==> config.mk <==
export PLATFORM = sky130hd
export DESIGN_NAME = iter_muldiv
export DESIGN_NICKNAME = d
export VERILOG_FILES = /design/src/rtl/iter_muldiv.sv
export SDC_FILE = /design/constraint.sdc
export NUM_CORES = 1
export LEC_CHECK = 0
export CORE_MARGIN = 4
export CORE_UTILIZATION = 58
export DETAILED_ROUTE_END_ITERATION = 7
export PLACE_DENSITY_LB_ADDON = 0.08
export SLEW_MARGIN = 40
export SYNTH_ARGS = -nofsm -noshare
export SYNTH_HDL_FRONTEND = slang
export SYNTH_SLANG_ARGS = --single-unit
==> constraint.sdc <==
create_clock -name clk -period 4.1 [get_ports clk]
set_input_delay 1.23 -clock clk [delete_from_list [all_inputs] [get_ports clk]]
set_output_delay 1.23 -clock clk [all_outputs]
set_load 0.05 [all_outputs]
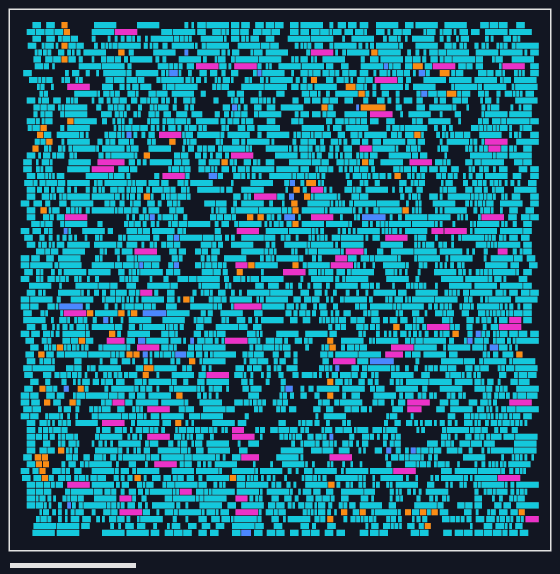
Figure 1: run 1, drive-strength map.
Bar = 50 um.
Magenta stands for _6 and larger, cells 68. Orange stands for _3 and _4 cells, cells 83. Blue stands for _2 cells, cells 38. Cyan stands for _0 and _1 cells, cells 3,047.
design area: 29,600 um^2
worst setup margin: 349 ps
Area Overhead vs Synth: 20.3%

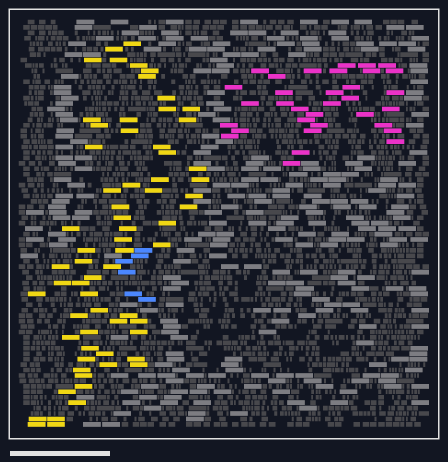
Figure 2: run 1, sequential cells colored by netlist name.
Bar = 50 um.
Magenta stands for `dquo_q`, placed flops 33. Yellow stands for `macc_q`, placed flops 66, where a vertical strip on the left. Blue stands for `mcnt_q`, placed flops 6.
post-layout util: 70.6%
sequential share of cell area: 32.5%

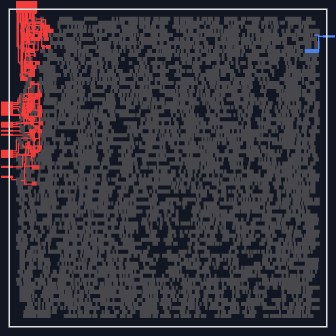
Figure 3: run 1, I/O nets highlighted.
Blue stands for `div_valid`, direction output, edge east, end cells 1, buffers 1, wire 19.3 um. Red stands for `mul_multiplicand`, direction input, edge 18 west, 15 north, end cells 72, buffers 37, wire 1,340 um.
# IOs: 275
I/O Buffers: 274

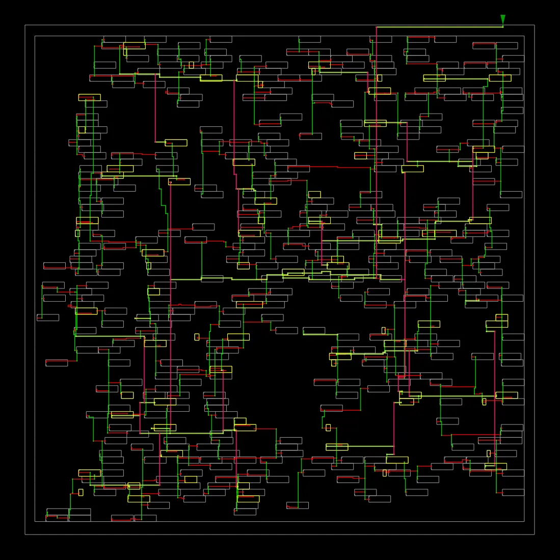
Figure 4: run 1, the clock network.
clkbuf count: 66
clock sinks: 384
flip-flops: 384

==> impl_metrics.tcl <==
# metrics dict for downstream scripts
set metrics [dict create \
    power_density_nw_per_um2 862 \
    synth_nets 3185 \
    ys_cells 2967 \
    totalWireLength_um 71800 \
    synth_warnings 0 \
    highest_layer "met4" \
    drc 0 \
    edf_count 0 \
    buffers 353 \
    netlist_instances 2967 \
    nNetsFinal 3420 \
    min_path_cells 2 \
    fin_skew_ps 26.1 \
    outcome "finished, final reports clean" \
    clock_area_share_pct 5.04 \
    netlist.area_leader.share_pct 39.0 \
    vdd.ir_drop.worst_v 0.000534 \
    mux_share_pct 3.18 \
    die_height_um 214 \
    r2r_setup_slack_ps 620 \
    taps 539 \
    inv_count 97 \
    core-area_um2 41900 \
    leakage_nw 12.7 \
    clock_path_buffers 3 \
    syn_area_um2 24600 \
    yosysUniqueCellTypes 74 \
    cts_buffers 44 \
    ff_type "dfrtp_1" \
    final_layout_size_suffix_gt1_share_pct 5.84 \
    crit_required_ps 4590 \
    grt_max_degree 96 \
    worst_pin_slew_ps 801 \
    nonClkBufAreaFrac_pct 11.5 \
    synth_seq_share_pct 39.0 \
    dieArea_um2 45800 \
    clkSlewWorstSetupHoldPaths_ps 60 \
    cts_tree "built" \
    top_cell "nand2_1" \
    postCtsSetupBuffers 0 \
    clock_latency_ps 580 \
    ant_nets 0 \
    pwr-share-clk_pct 15.8 \
    regArea_um2 9610 \
    diodes 2 \
    layout.cells.most_common "nand2_1" \
    yosys_register_bits 384 \
    seq_power_share_pct 30.0 \
    ys_area_um2 24600 \
    fp_util_pct 58.7 \
    dr.pass1.iters 6 \
    logic_family "AND-OR/OR-AND gates" \
    htreeDepth 2 \
    num-multi-input-gates 2322 \
    comb_power_share_pct 54.2 \
    top_usage_layer "met2" \
    fillers 3425 \
    final_cell_mix "478 x nand2_1, 402 x o21ai_0, 380 x dfrtp_1" \
    rsz0062_at_grt "false" \
    p_sw_share_pct 47.4 \
    ctsHoldBuffers 0 \
    max_cap_viol_count 0 \
    cts_root_buf "clkbuf_16" \
    r2r_cells 13 \
    grt_util_met2_pct 51.6 \
    cts.repair.resized 0 \
    crit_fanout 3 \
    rows 75 \
    xor_share_pct 10.2 \
    intPower_mw 13.4 \
    grtUsageMet1_pct 39.5 \
    vias 22900 \
    wl_per_cell_um 19.0 \
    die_x_um 214 \
    combGateArea_um2 14100 \
    fmax_ghz 0.267 \
    ys_sh_simple_pct 19.0 \
    dp.cells 3695 \
    totalPowerFinal_mw 25.5 \
    path_class "in2reg" \
    met1_length_um 29600 \
    crit_arrival_ps 4240 \
    grt_first_pass_wirelength_um 116000 \
    switching_power_mw 12.1 \
    antenna_found_initial 2 \
    setup-tns-final_ps 0 \
    dpl_worst_slack_ps -220 \
    finalClockPeriodUsage_pct 91.5 \
    grt_pass1_vias 22300 \
    cp-end-kind "flop" \
    cp-start-kind "input pin" \
    top_area_cell "dfrtp_1" \
    warning_count 28 \
    setup_viol 0 \
    grtUsageTotal_pct 30.3 \
    max-slew-margin-rel_pct 46.6 \
    finalCriticalPeriod_ps 3750 \
    synthTopCellsByCount "481 x nand2_1, 402 x o21ai_0, 384 x dfrtp_1, 206 x a21oi_1, 176 x nor2_1" \
    synthArstFlopShare_pct 100 \
    dp_hpwl_um 53100 \
    via_per_inst 6.05 \
    maxSlewViolCount 0 \
    whs_ps 472 \
    final_cells 3777 \
    drt-initial-drc-count 2140 \
    synth-adder-area-share_pct 4.13 \
    grt_remaining_overflow 0 \
    comb_share_pct 47.5 \
]
[run 1: power by group through the flow]
stage          logic [mW]  registers (mW)  clock network [mW]
5_1_grt              15.3            7.90                4.23
6_report             13.8            7.66                4.03
3_3_place_gp         13.4            7.57                   0
4_1_cts              13.8            7.61                4.08
3_5_place_dp         13.7            7.66                   0
2_1_floorplan        8.62            8.50                   0
[run 1: critical path: stages]
cell and delay, ps:
clkdlybuf4s50_1 410, or4_1 540, nor4b_1 290, buf_4 180, or4b_1 470, nor4_1 410
buf_4 190, a21oi_1 70, xor2_1 180, nor2_1 70, o21ai_0 200
[run 1: metrics by stage]
stage,utilization (%),instance area (um^2)
final,70.6,29600
after global placement,67.0,28100
after CTS,70.6,29600
after floorplan,-,24600
after global routing,70.6,29600
after detailed placement,67.0,28100
Power figures rest on the tool's default switching activity, not on a simulated workload.
